run_1/layer_met4.png
Drawn at 2 px/µm.
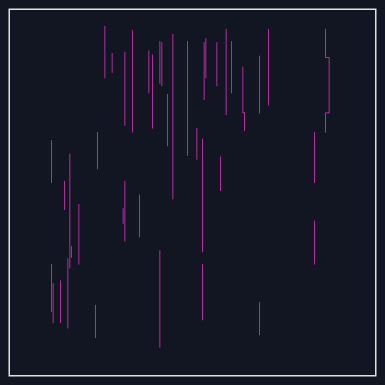
run_1/clk_routes.png
Drawn at 3 px/µm.
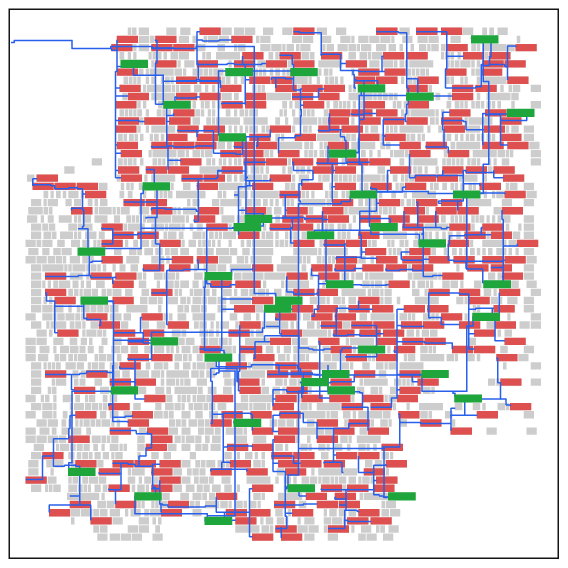
run_1/power_grid.png
Drawn at 2 px/µm. Pins as bars on the die edge.
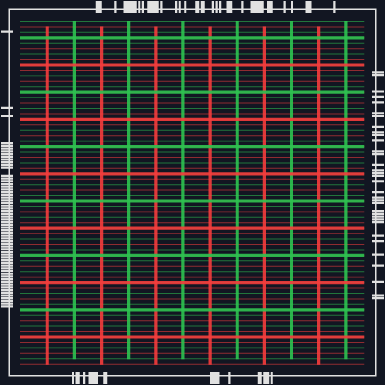
run_1/congestion.png
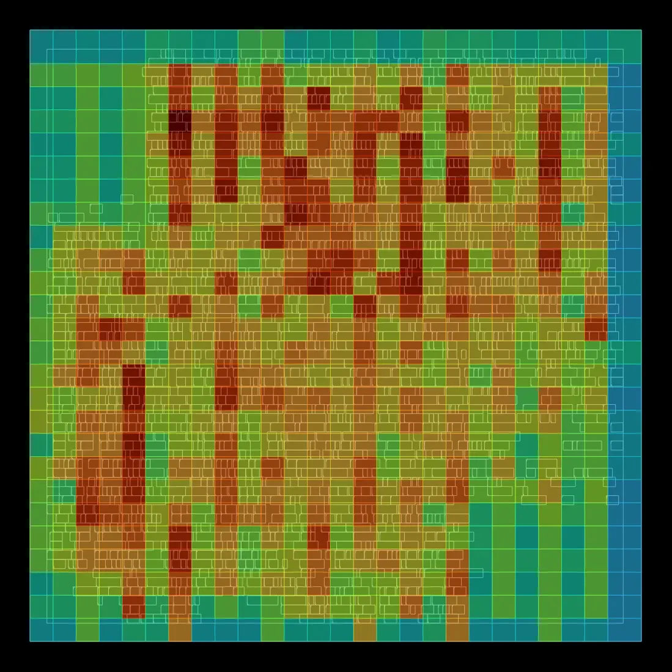
**src/rtl/if_prefetch_stage.sv**
```systemverilog
// Instruction-fetch stage: decoupled imem request/response with an in-order prefetch FIFO
// feeding a freeze/flush output register toward ID. Optional IF_PREFETCH_BYPASS_EN skips the FIFO when empty.
module if_prefetch_stage #(
    parameter int ADDR_W  = 32,
    parameter int INSTR_W = 32,
    parameter int DEPTH   = 4,
    parameter int PC_STEP = 4
) (
    input  logic               clk,
    input  logic               rst,
    input  logic               freeze,
    input  logic               flush,
    input  logic               branch_taken,
    input  logic [ADDR_W-1:0]  branch_addr,
    output logic               imem_req,
    output logic [ADDR_W-1:0]  imem_addr,
    input  logic               imem_gnt,
    input  logic               imem_rvalid,
    input  logic [INSTR_W-1:0] imem_rdata,
    output logic [ADDR_W-1:0]  pc_out,
    output logic [INSTR_W-1:0] instruction_out,
    output logic               valid_out
);
    localparam int PTR_W = $clog2(DEPTH);
    localparam int CNT_W = PTR_W + 1;
    localparam logic [ADDR_W-1:0] STEP    = ADDR_W'(PC_STEP);
    localparam logic [CNT_W-1:0]  ONE     = CNT_W'(1);
    localparam logic [PTR_W-1:0]  PTR_ONE = PTR_W'(1);
    localparam logic [CNT_W:0]    DEPTH_C = (CNT_W + 1)'(DEPTH);

    logic [ADDR_W-1:0]  fetch_pc_q, fetch_pc_d, resp_pc_q, resp_pc_d;
    logic [CNT_W-1:0]   inflight_q, inflight_d, drop_q, drop_d, count_q, count_d;
    logic [PTR_W-1:0]   wr_ptr_q, wr_ptr_d, rd_ptr_q, rd_ptr_d;
    logic [ADDR_W-1:0]  fifo_pc_q [DEPTH];
    logic [ADDR_W-1:0]  fifo_pc_d [DEPTH];
    logic [INSTR_W-1:0] fifo_ins_q [DEPTH];
    logic [INSTR_W-1:0] fifo_ins_d [DEPTH];
    logic [ADDR_W-1:0]  pc_out_q, pc_out_d;
    logic [INSTR_W-1:0] instr_q, instr_d;
    logic               valid_q, valid_d;

    logic               grant, push, push_fifo, pop, bypass;
    logic [CNT_W:0]     occupancy;
    logic [ADDR_W-1:0]  resp_next_pc;

    always_comb begin
        occupancy    = {1'b0, count_q} + {1'b0, inflight_q};
        imem_req     = !rst && !branch_taken && (occupancy < DEPTH_C);
        grant        = imem_req && imem_gnt;
        push         = imem_rvalid && (drop_q == '0) && !branch_taken;
        pop          = !flush && !freeze && !branch_taken && (count_q != '0);
        resp_next_pc = resp_pc_q + STEP;
`ifdef IF_PREFETCH_BYPASS_EN
        bypass       = push && (count_q == '0) && !freeze && !flush;
`else
        bypass       = 1'b0;
`endif
        push_fifo    = push && !bypass;
    end

    always_comb begin
        fetch_pc_d = fetch_pc_q;
        resp_pc_d  = resp_pc_q;
        inflight_d = inflight_q;
        drop_d     = drop_q;
        count_d    = count_q;
        wr_ptr_d   = wr_ptr_q;
        rd_ptr_d   = rd_ptr_q;
        fifo_pc_d  = fifo_pc_q;
        fifo_ins_d = fifo_ins_q;

        if (grant) begin
            fetch_pc_d = fetch_pc_q + STEP;
            inflight_d = inflight_d + ONE;
        end
        // Saturate so a response with nothing outstanding cannot wrap the counter.
        if (imem_rvalid && (inflight_q != '0)) begin
            inflight_d = inflight_d - ONE;
        end
        if (imem_rvalid && (drop_q != '0)) begin
            drop_d = drop_q - ONE;
        end
        if (push) begin
            resp_pc_d = resp_next_pc;
        end
        if (push_fifo) begin
            fifo_pc_d[wr_ptr_q]  = resp_next_pc;
            fifo_ins_d[wr_ptr_q] = imem_rdata;
            wr_ptr_d             = wr_ptr_q + PTR_ONE;
            count_d              = count_d + ONE;
        end
        if (pop) begin
            rd_ptr_d = rd_ptr_q + PTR_ONE;
            count_d  = count_d - ONE;
        end

        // Every response still outstanding after this cycle is stale, including ones
        // already marked for dropping, so drop tracks the remaining in-flight count.
        if (branch_taken) begin
            fetch_pc_d = branch_addr;
            resp_pc_d  = branch_addr;
            drop_d     = inflight_d;
            count_d    = '0;
            wr_ptr_d   = '0;
            rd_ptr_d   = '0;
        end
    end

    always_comb begin
        pc_out_d = '0;
        instr_d  = '0;
        valid_d  = 1'b0;
        if (flush) begin
            valid_d = 1'b0;
        end else if (freeze) begin
            pc_out_d = pc_out_q;
            instr_d  = instr_q;
            valid_d  = valid_q;
        end else if (pop) begin
            pc_out_d = fifo_pc_q[rd_ptr_q];
            instr_d  = fifo_ins_q[rd_ptr_q];
            valid_d  = 1'b1;
        end else if (bypass) begin
            pc_out_d = resp_next_pc;
            instr_d  = imem_rdata;
            valid_d  = 1'b1;
        end
    end

    always_ff @(posedge clk) begin
        if (rst) begin
            fetch_pc_q <= '0;
            resp_pc_q  <= '0;
            inflight_q <= '0;
            drop_q     <= '0;
            count_q    <= '0;
            wr_ptr_q   <= '0;
            rd_ptr_q   <= '0;
            pc_out_q   <= '0;
            instr_q    <= '0;
            valid_q    <= 1'b0;
            for (int i = 0; i < DEPTH; i++) begin
                fifo_pc_q[i]  <= '0;
                fifo_ins_q[i] <= '0;
            end
        end else begin
            fetch_pc_q <= fetch_pc_d;
            resp_pc_q  <= resp_pc_d;
            inflight_q <= inflight_d;
            drop_q     <= drop_d;
            count_q    <= count_d;
            wr_ptr_q   <= wr_ptr_d;
            rd_ptr_q   <= rd_ptr_d;
            pc_out_q   <= pc_out_d;
            instr_q    <= instr_d;
            valid_q    <= valid_d;
            fifo_pc_q  <= fifo_pc_d;
            fifo_ins_q <= fifo_ins_d;
        end
    end

    assign imem_addr       = fetch_pc_q;
    assign pc_out          = pc_out_q;
    assign instruction_out = instr_q;
    assign valid_out       = valid_q;

endmodule

```
**config.mk**
```make
export PLATFORM = sky130hd
export DESIGN_NAME = if_prefetch_stage
export DESIGN_NICKNAME = d
export VERILOG_FILES = /design/src/rtl/if_prefetch_stage.sv
export SDC_FILE = /design/constraint.sdc
export NUM_CORES = 1
export LEC_CHECK = 0
export CORE_MARGIN = 5
export CORE_UTILIZATION = 57
export DETAILED_ROUTE_END_ITERATION = 8
export PLACE_DENSITY = 0.82
export SYNTH_ARGS = -nofsm -noshare
export SYNTH_HDL_FRONTEND = slang
export SYNTH_SLANG_ARGS = --single-unit
```
**constraint.sdc**
```tcl
create_clock -name clk -period 2.92 [get_ports clk]
set_input_delay 0.73 -clock clk [delete_from_list [all_inputs] [get_ports clk]]
set_output_delay 0.73 -clock clk [all_outputs]
set_load 0.03 [all_outputs]
```
==> flow_summary_export.csv, run 1 <==
group,metric,value,unit
run_status,status,"completed",
clock_network,cts_resized,0,
synthesis,yosysWarnings,0,
finish,lay_top_count,"dfxtp_1",
clock_network,clkTransAtPathRegs,0.06,ns
pwr,power,0.0126,W
worst_setup_path,critPathBufInv,1,
worst_setup_path,crit_fanout,3,
placed_design,port_buffers,168,
clock_network,htreeDepth,2,
hold_path,min_to,"fifo_ins_q[120]",
route,avgViaCountPerCell,5.93,
synthesis,edf_count,0,
worst_setup_path,path_class,"reg2out",
synthesis,top_cell_area_share,47.0,%
clock_network,cts_sinks,398,
synthesis,ys_area,0.0170,mm²
clock_network,cts_buffer_depth,3,
hold_path,hp-class,"reg2reg",
clock_network,root_buffer,"clkbuf_16",
route,drtIter0Drc,1338,
sta,final.setup.tns,0,ns
finish,nNetsFinal,2087,
route,ant_nets,0,
run,drv_cap,0,
worst_setup_path,cp-start-kind,"register",
hold_path,holdPathStages,2,
route,wl_met2,20.6,mm
finish,lay_top_cells,"dfxtp_1, nand2_1, nor2_1",
pwr,p_leak,6.66,nW
synthesis,yosys.area.top_type,"dfxtp_1",
sta,finalSetupViolCount,0,
clock_network,clk_latency,0.54,ns
finish,drive_gt1_share,9.75,%
finish,syn_to_final_growth,19.8,%
sta,finalCriticalPeriod,2.69,ns
pwr,max-vdd-ir-drop,0.407,mV
route,detail_route.first_pass.iterations,8,
pwr,power_density,618,mW/mm²
clock_network,cts_buffers,41,
route,highest_layer,"met4",
global_route,grt_pass1_wl,71.2,mm
placed_design,gp_congestion,0.890,
finish,diodes,0,
synthesis,synthTopCellsByCount,"dfxtp_1, nand2_1, nor2_1",
global_route,antenna_found_initial,0,
clock_network,cts_tree,"yes",
worst_setup_path,endpoint_kind,"primary output",
run,tool_warnings,34,
sta,timing.final.max_slew_violations,0,
worst_setup_path,crit-reg2reg-launch,"inflight_q[2]",
worst_setup_path,r2r_setup_slack,0.29,ns
route,routed_wl,43.7,mm
sta,fmax,0.372,GHz
placed_design,dp_slack,0.209,ns
worst_setup_path,cp_top_family,"simple AND/OR/NAND/NOR gates",
sta,rsz0062_at_grt,"no",
route,drc,0,
route,wl_met3,3.32,mm
floorplanning,fp_util,57.6,%
synthesis,syn_inst,1900,
global_route,grt_pass1_vias,14200,
global_route,use_met3,4.42,%
synthesis,syn_area,0.0170,mm²
synthesis,flop_cell,"dfxtp_1",
worst_setup_path,r2r_end,"drop_q[2]",
global_route,overflow,0,
synthesis,ys_top_cells_by_area,"dfxtp_1, mux4_2, nand2_1, nor2_1, a211oi_1",
hold_path,hold_start,"fifo_ins_q[120]",
synthesis,async_reset_ff_share,0,%
sta,relSlewSlack,25.9,%
floorplanning,ios,169,
sta,hold_viol,0,
synthesis,most_common_cell,"dfxtp_1",
global_route,grtUsageMet1,34.3,%
sta,period_used_share,92.0,%
floorplanning,row_count,63,
synthesis,ys_cells,1900,
worst_setup_path,required,2.19,ns
synthesis,ys_seq_share,47.0,%
clock_network,cts_hold_buffers,0,
clock_network,postCtsSetupBuffers,0,
route,wl_met1,18.6,mm
sta,worst_pin_slew,1.11,ns
floorplanning,coreArea,0.0295,mm²
worst_setup_path,cpMaxStageDelayCell,"nor4_1",
synthesis,fp_nets,1987,
synthesis,synth.avg_cell_area,8.93,µm²
global_route,grt_max_degree,238,
worst_setup_path,r2r_cells,9,
synthesis,ys_ff,398,
sta,layout_setup_ws,0.234,ns
floorplanning,dieArea,0.0333,mm²
placed_design,hpwl,27.8,mm
worst_setup_path,crit_chain,"ha_1 -> nor4_1 -> and2_1 -> buf_4",
sta,fin_skew,0.0219,ns
synthesis,synth.distinct_cells,56,
worst_setup_path,cpPeakStageDelay,0.40,ns
route,vias,14300,
worst_setup_path,arrival,1.96,ns
## Picture notes: layer_met4.png
wire length on this layer = 1230 µm
longest straight run = 82.3 µm
main direction = vertical

## Picture notes: clk_routes.png
clock drivers -> green  # count 41
clock wires -> blue  # length 4450 µm
flip-flops -> red  # count 398
routed clock nets = 42
flops lie = all over the die

## Picture notes: power_grid.png
VDD -> green
VSS -> red
met5 straps = 12
met4 straps = 12
rows = 63
met1 rails = 64
die width: 183 µm
chip height: 183 µm

## Picture notes: congestion.png
grt peak-use layer: met2
routing usage on met2: 41.7%
Tot GR Track Use: 25.4%
WL/cell: 18.1 µm

-- run 1: how the worst max path moves through the flow --
stage	start	end	depth (start not counted)
finish	inflight_q[2]	imem_req	4
global route	inflight_q[2]	drop_q[2]	9
CTS	inflight_q[2]	imem_req	4
detailed placement	branch_taken	drop_q[2]	9
global placement	branch_taken	drop_q[2]	9
floorplan	rst	drop_q[2]	10
-- run 1: sequential cells by signal (all words and copies together) (netlist names) --
signal / count
imem_addr: 32
wr_ptr_q: 2
resp_pc_q: 32
count_q: 3
inflight_q: 3
valid_out: 1
fifo_pc_q: 128
instruction_out: 32
rd_ptr_q: 2
pc_out: 32
fifo_ins_q: 128
drop_q: 3
-- run 1: kinds of logic (layout without fill, tap and decap cells) --
logic type	after synthesis	count (layout)	synth area share [%]
AND-OR/OR-AND	421	421	16.2
XOR/XNOR	77	77	4.10
adder cells (fa/ha/maj)	16	16	1.18
buffers and inverters	183	313	4.28
flip-flops	398	398	47.0
multiplexers	70	70	8.86
AND/OR/NAND/NOR	735	735	18.4
-- run 1: where the power goes --
part	switching, W	internal [W]
clock network	0.00213	0.00293
registers	0.000204	0.00568
logic	0.000961	0.000667
total	0.00329	0.00928
-- run 1: through the flow --
step	hold slack [ns]	cells	instance area, µm²	util [%]
global route	0.467	2420	20300	69.0
global placement	0.438	2347	19000	64.5
detailed placement	0.445	2347	19000	64.5
CTS	0.453	2420	20300	69.0
finish	0.452	2420	20300	69.0
floorplan	0.433	1900	17000	-
-- run 1: area by class of cell --
class | instances | area, µm²
sequential | 398 | 7970
clock inverter | 10 | 111
multi-input combinational | 1319 | 8290
timing repair buffer | 209 | 2160
inverter | 31 | 116
clock buffer | 63 | 1200
fill | 2240 | 9150
tap | 390 | 488
==> run 2, diff against run 1 <==
- CORE_MARGIN: 5 -> 1
- CORE_UTILIZATION: 57 -> 50
- PLACE_DENSITY: 0.82 -> 0.73
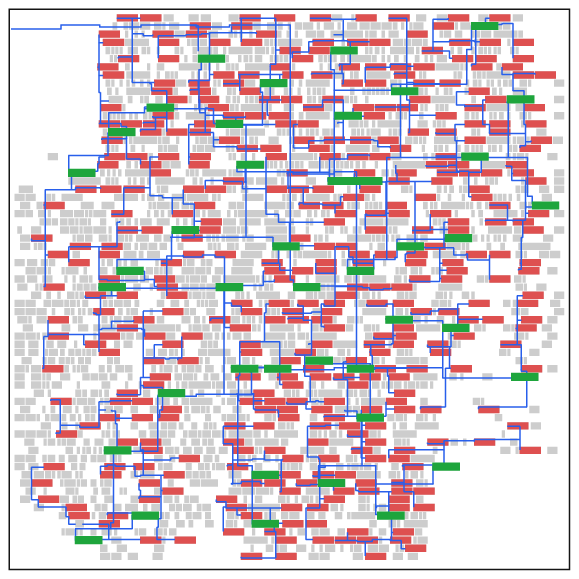
run_2/clk_routes.png
Drawn at 3 px/µm.
clock drivers -> green  # count 42
flip-flops -> red  # count 398
clock wires -> blue  # length 4590 µm
routed clock nets = 43
P_clk: 0.00568 W
Latency at later pin: 0.55 ns
Fin Clk Skew: 0.0251 ns
clock share of power: 43.1%

==> flow_summary_export.csv, run 2 <==
group,metric,value,unit
floorplanning,ios,169,
synthesis,syn_area,0.0170,mm²
pwr,max-vdd-ir-drop,0.472,mV
route,vias,14100,
worst_setup_path,cp-start-kind,"register",
route,wl_met2,20.3,mm
worst_setup_path,crit_fanout,3,
sta,worst_pin_slew,0.967,ns
route,drc,0,
sta,rsz0062_at_grt,"no",
worst_setup_path,endpoint_kind,"primary output",
finish,syn_to_final_growth,21.7,%
synthesis,yosys.area.top_type,"dfxtp_1",
finish,nNetsFinal,2090,
floorplanning,die_y,186,µm
hold_path,hp-class,"reg2reg",
pwr,p_leak,6.79,nW
pwr,p_int,0.00983,W
pwr,pg_comb,0.00162,W
clock_network,cts_sinks,398,
clock_network,clkTransAtPathRegs,0.06,ns
pwr,switching_share,25.4,%
route,wl_met1,19.9,mm
global_route,antenna_found_initial,1,
floorplanning,row_count,67,
global_route,overflow,0,
worst_setup_path,cpPeakStageDelay,0.40,ns
sta,relSlewSlack,35.5,%
route,wl_per_cell,17.6,µm
worst_setup_path,arrival,1.92,ns
placed_design,hpwl,27.0,mm
placed_design,port_buffers,168,
sta,finalCriticalPeriod,2.65,ns
synthesis,ys_ff,398,
synthesis,edf_count,0,
clock_network,htreeDepth,2,
floorplanning,dieArea,0.0347,mm²
run,tool_warnings,35,
global_route,grt_pass1_wl,70.0,mm
worst_setup_path,crit_chain,"ha_1 -> nor4_1 -> and2_1 -> buf_4",
sta,fmax,0.377,GHz
synthesis,synthTopCellsByCount,"dfxtp_1, nand2_1, nor2_1",
synthesis,synth.distinct_cells,56,
route,avgViaCountPerCell,5.67,
synthesis,most_common_cell,"dfxtp_1",
route,wl_met3,2.53,mm
sta,period_used_share,90.8,%
worst_setup_path,cp_top_family,"simple AND/OR/NAND/NOR gates",
route,ant_nets,0,
synthesis,syn_inst,1900,
synthesis,yosysWarnings,0,
sta,finalSetupViolCount,0,
sta,final.setup.tns,0,ns
clock_network,cts_buffers,42,
clock_network,postCtsSetupBuffers,0,
finish,drive_gt1_share,10.4,%
floorplanning,die_w,186,µm
route,drtIter0Drc,1159,
synthesis,ys_seq_share,47.0,%
run,drv_cap,0,
clock_network,cts_buffer_depth,3,
synthesis,ys_cells,1900,
run_status,status,"completed",
route,detail_route.first_pass.iterations,5,
finish,top_regs,"fifo_ins_q x128, fifo_pc_q x128",
route,highest_layer,"met5",
route,routed_wl,43.7,mm
synthesis,ys_top_cells_by_area,"dfxtp_1, mux4_2, nand2_1, nor2_1, a211oi_1",
synthesis,synth.avg_cell_area,8.93,µm²
placed_design,gp_congestion,0.845,
global_route,grt_usage,25.3,%
pwr,power,0.0132,W
clock_network,cts_hold_buffers,0,
synthesis,fp_nets,1987,
worst_setup_path,path_class,"reg2out",
sta,hold_viol,0,
clock_network,root_buffer,"clkbuf_16",
floorplanning,fp_util,50.7,%
pwr,seq_cell_power,0.00588,W
pwr,power_density,639,mW/mm²
clock_network,cts_resized,0,
finish,lay_top_count,"dfxtp_1",
worst_setup_path,required,2.19,ns
clock_network,cts_tree,"yes",
worst_setup_path,cpMaxStageDelayCell,"nor4_1",
pwr,combPwrFrac,12.3,%
global_route,grt_max_degree,173,
pwr,power_switching,0.00335,W
pwr,largestPowerGroup,"registers",
floorplanning,coreArea,0.0334,mm²
## run 2: layout make-up
cell class	count	area (µm²)
Clock buffer	54	1180
Fill cell	2758	12800
Antenna cell	1	2.50
Timing Repair Buffer	211	2210
Inverter	31	116
Tap cell	448	561
Sequential cell	398	7970
Multi-Input combinational cell	1319	8290
Clock inverter	22	315
## run 2: per-layer routing
| metal | global-route usage, % | vias up |
|---|---|---|
| li1 | - | 6850 |
| met1 | 35.3 | 6702 |
| met2 | 40.8 | 460 |
| met3 | 3.47 | 81 |
| met4 | 7.15 | 2 |
| met5 | 0 | - |
## run 2: cells by family (layout without fill, tap and decap cells)
logic type	after synthesis	in the layout	share of synthesized area (%)
simple gates	735	735	18.4
xor+xnor	77	77	4.10
other cells	0	1	0
flops	398	398	47.0
buf+inv	183	318	4.28
fa+ha+maj	16	16	1.18
compound gates	421	421	16.2
mux	70	70	8.86
## run 2: worst paths after layout
path         slack, ns      startpoint  cells after the start        endpoint
max reg2reg       0.45    resp_pc_q[3]                      6  fifo_pc_q[114]
max               0.27   inflight_q[2]                      4        imem_req
min reg2reg       0.45  fifo_ins_q[34]                      2  fifo_ins_q[34]
min               0.45  fifo_ins_q[34]                      2  fifo_ins_q[34]
## run 2: metrics by stage
stage / hold slack, ns / setup WS [ns] / util [%] / cell area, µm² / instances
after global placement: 0.438 / 0.325 / 57.2 / 19100 / 2407
after CTS: 0.452 / 0.265 / 61.7 / 20600 / 2483
after detailed placement: 0.444 / 0.253 / 57.2 / 19100 / 2407
after global routing: 0.467 / 0.119 / 61.7 / 20600 / 2483
final: 0.451 / 0.269 / 61.7 / 20600 / 2484
after floorplan: 0.433 / 0.438 / - / 17000 / 1900
## run 2: tightest hold or removal path, stage by stage, from the launching register on
cell,delay (ns)
dfxtp_1,0.30
nand2_1,0.05
a21oi_1,0.05
==> run 3, diff against run 2 <==
--- a/constraint.sdc
+++ b/constraint.sdc
@@ -3,2 +3,2 @@
 set_output_delay 0.73 -clock clk [all_outputs]
-set_load 0.03 [all_outputs]
+set_load 0.02 [all_outputs]
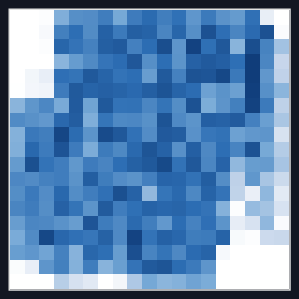
run_3/cell_density.png
Drawn at 1.5 px/µm. 19 x 19 tiles, from white (low) to dark blue (high), 0 to 100% covered.
emptiest ninth of the die = lower right
tiles over 75% full = 28%
fullest tile = 95%
nearly empty tiles = 9.4%

==> flow_summary_export.csv, run 3 <==
group,metric,value,unit
run_status,status,"completed",
sta,rsz0062_at_grt,"no",
placed_design,gp_congestion,0.835,
worst_setup_path,required,2.19,ns
worst_setup_path,arrival,2.02,ns
pwr,seq_cell_power,0.00588,W
synthesis,ys_seq_share,47.0,%
floorplanning,die_w,186,µm
synthesis,fp_nets,1987,
placed_design,hpwl,26.8,mm
worst_setup_path,cpPeakStageDelay,0.34,ns
worst_setup_path,cpMaxStageDelayCell,"nor4_2",
route,drtIter0Drc,1200,
hold_path,hp-class,"reg2reg",
global_route,grt_max_degree,247,
synthesis,syn_inst,1900,
finish,lay_top_count,"dfxtp_1",
floorplanning,row_count,67,
placed_design,port_buffers,168,
finish,combGateArea,0.00830,mm²
pwr,pg_clk,0.00540,W
synthesis,synthTopCellsByCount,"dfxtp_1, nand2_1, nor2_1",
sta,worst_pin_slew,1.27,ns
worst_setup_path,endpoint_kind,"primary output",
synthesis,most_common_cell,"dfxtp_1",
finish,nNetsFinal,2087,
run,tool_warnings,34,
synthesis,edf_count,0,
synthesis,synth.distinct_cells,56,
pwr,pg_comb,0.00159,W
synthesis,yosysWarnings,0,
pwr,combPwrFrac,12.4,%
global_route,antenna_found_initial,2,
sta,fmax,0.363,GHz
route,drc,0,
finish,drive_gt1_share,10.0,%
worst_setup_path,cp-start-kind,"register",
floorplanning,coreArea,0.0334,mm²
synthesis,ys_top_cells_by_area,"dfxtp_1, mux4_2, nand2_1, nor2_1, a211oi_1",
sta,final.setup.tns,0,ns
worst_setup_path,crit_chain,"ha_1 -> nor4_2 -> and2_1 -> dlygate4sd2_1",
pwr,p_leak,6.74,nW
synthesis,yosys.area.top_type,"dfxtp_1",
sta,fin_skew,0.0179,ns
pwr,power_switching,0.00330,W
finish,top_regs,"fifo_ins_q x128, fifo_pc_q x128",
clock_network,cts_buffer_depth,3,
worst_setup_path,path_class,"reg2out",
finish,syn_to_final_growth,21.1,%
clock_network,htreeDepth,2,
sta,finalCriticalPeriod,2.75,ns
pwr,largestPowerGroup,"registers",
sta,layout_setup_ws,0.167,ns
route,detail_route.first_pass.iterations,5,
sta,relSlewSlack,15.1,%
route,vias,14300,
global_route,grt_pass1_wl,70.7,mm
finish,ff_latch_area,0.00797,mm²
sta,hold_viol,0,
worst_setup_path,crit_fanout,3,
floorplanning,die_y,186,µm
pwr,clkPwrFrac,42.0,%
synthesis,ys_cells,1900,
synthesis,ys_ff,398,
pwr,max-vdd-ir-drop,0.414,mV
pwr,p_int,0.00957,W
placed_design,post_dp_cell_area,0.0191,mm²
worst_setup_path,crit-reg2reg-launch,"inflight_q[2]",
finish,final_area,0.0205,mm²
placed_design,dp_slack,0.182,ns
clock_network,clk_latency,0.55,ns
pwr,power_density,627,mW/mm²
sta,fin_hold_ws,0.452,ns
worst_setup_path,critPathLaunch,"inflight_q[2]",
route,wl_per_cell,17.6,µm
floorplanning,ios,169,
clock_network,cts_hold_buffers,0,
global_route,overflow,0,
synthesis,syn_area,0.0170,mm²
-- run 3: cell counts after synthesis --
No cell type changed its count.
-- run 3: layer usage --
metal	GRT usage [%]	vias up	part of all wire, %	wire (µm)
met1	35.2	6863	45	19600
met3	3.76	73	6.3	2760
li1	-	6852	-	-
met4	7.44	2	1.9	824
met5	0	-	0.023	10
met2	41.3	473	47	20500
-- run 3: through the flow --
step	total power, W	utilization, %	instances
after CTS	0.0129	61.4	2479
final	0.0129	61.4	2480
after detailed placement	0.00756	57.2	2403
after global routing	0.0134	61.4	2480
after floorplan	0.00698	-	1900
after global placement	0.00750	57.2	2403
-- run 3: final timing paths --
check	endpoint	depth (start not counted)	slack, ns
worst max register to register	imem_addr[21]	7	0.47
worst min-delay path	fifo_ins_q[90]	2	0.45
worst max-delay path	imem_req	4	0.17
worst min register to register	fifo_ins_q[90]	2	0.45
-- run 3: kinds of logic after synthesis --
group,Yosys count,synth area share (%)
AOI/OAI and AO/OA,421,16.2
buffers and inverters,183,4.28
DFF,398,47.0
adders and majority gates,16,1.18
and+or+nand+nor,735,18.4
xor gates and xnor gates,77,4.10
muxes,70,8.86
-- run 3: repair_timing --
action	CTS	global route
resized	2	0
setup buffers	0	0
setup endpoints to repair	1	0
-- run 3: area by class of cell --
| type | count | area share (%) |
|---|---|---|
| repair buffers | 207 | 10.6 |
| multi-input cells | 1319 | 40.4 |
| clock inverters | 12 | 0.621 |
| clock buffers | 64 | 6.26 |
| flip-flops and latches | 398 | 38.8 |
| diodes | 1 | 0.0122 |
| well taps | 448 | 2.73 |
| inverters | 31 | 0.566 |
-- run 3: worst max-delay path: cells and delay by family, from the launching register on --
kind,cells,cell delay (ns)
adders and majority gates,1,0.32
DFF,1,0.33
and+or+nand+nor,2,0.51
buffers and inverters,1,0.33
No activity file was given, so power comes from the tool's default toggle rates.
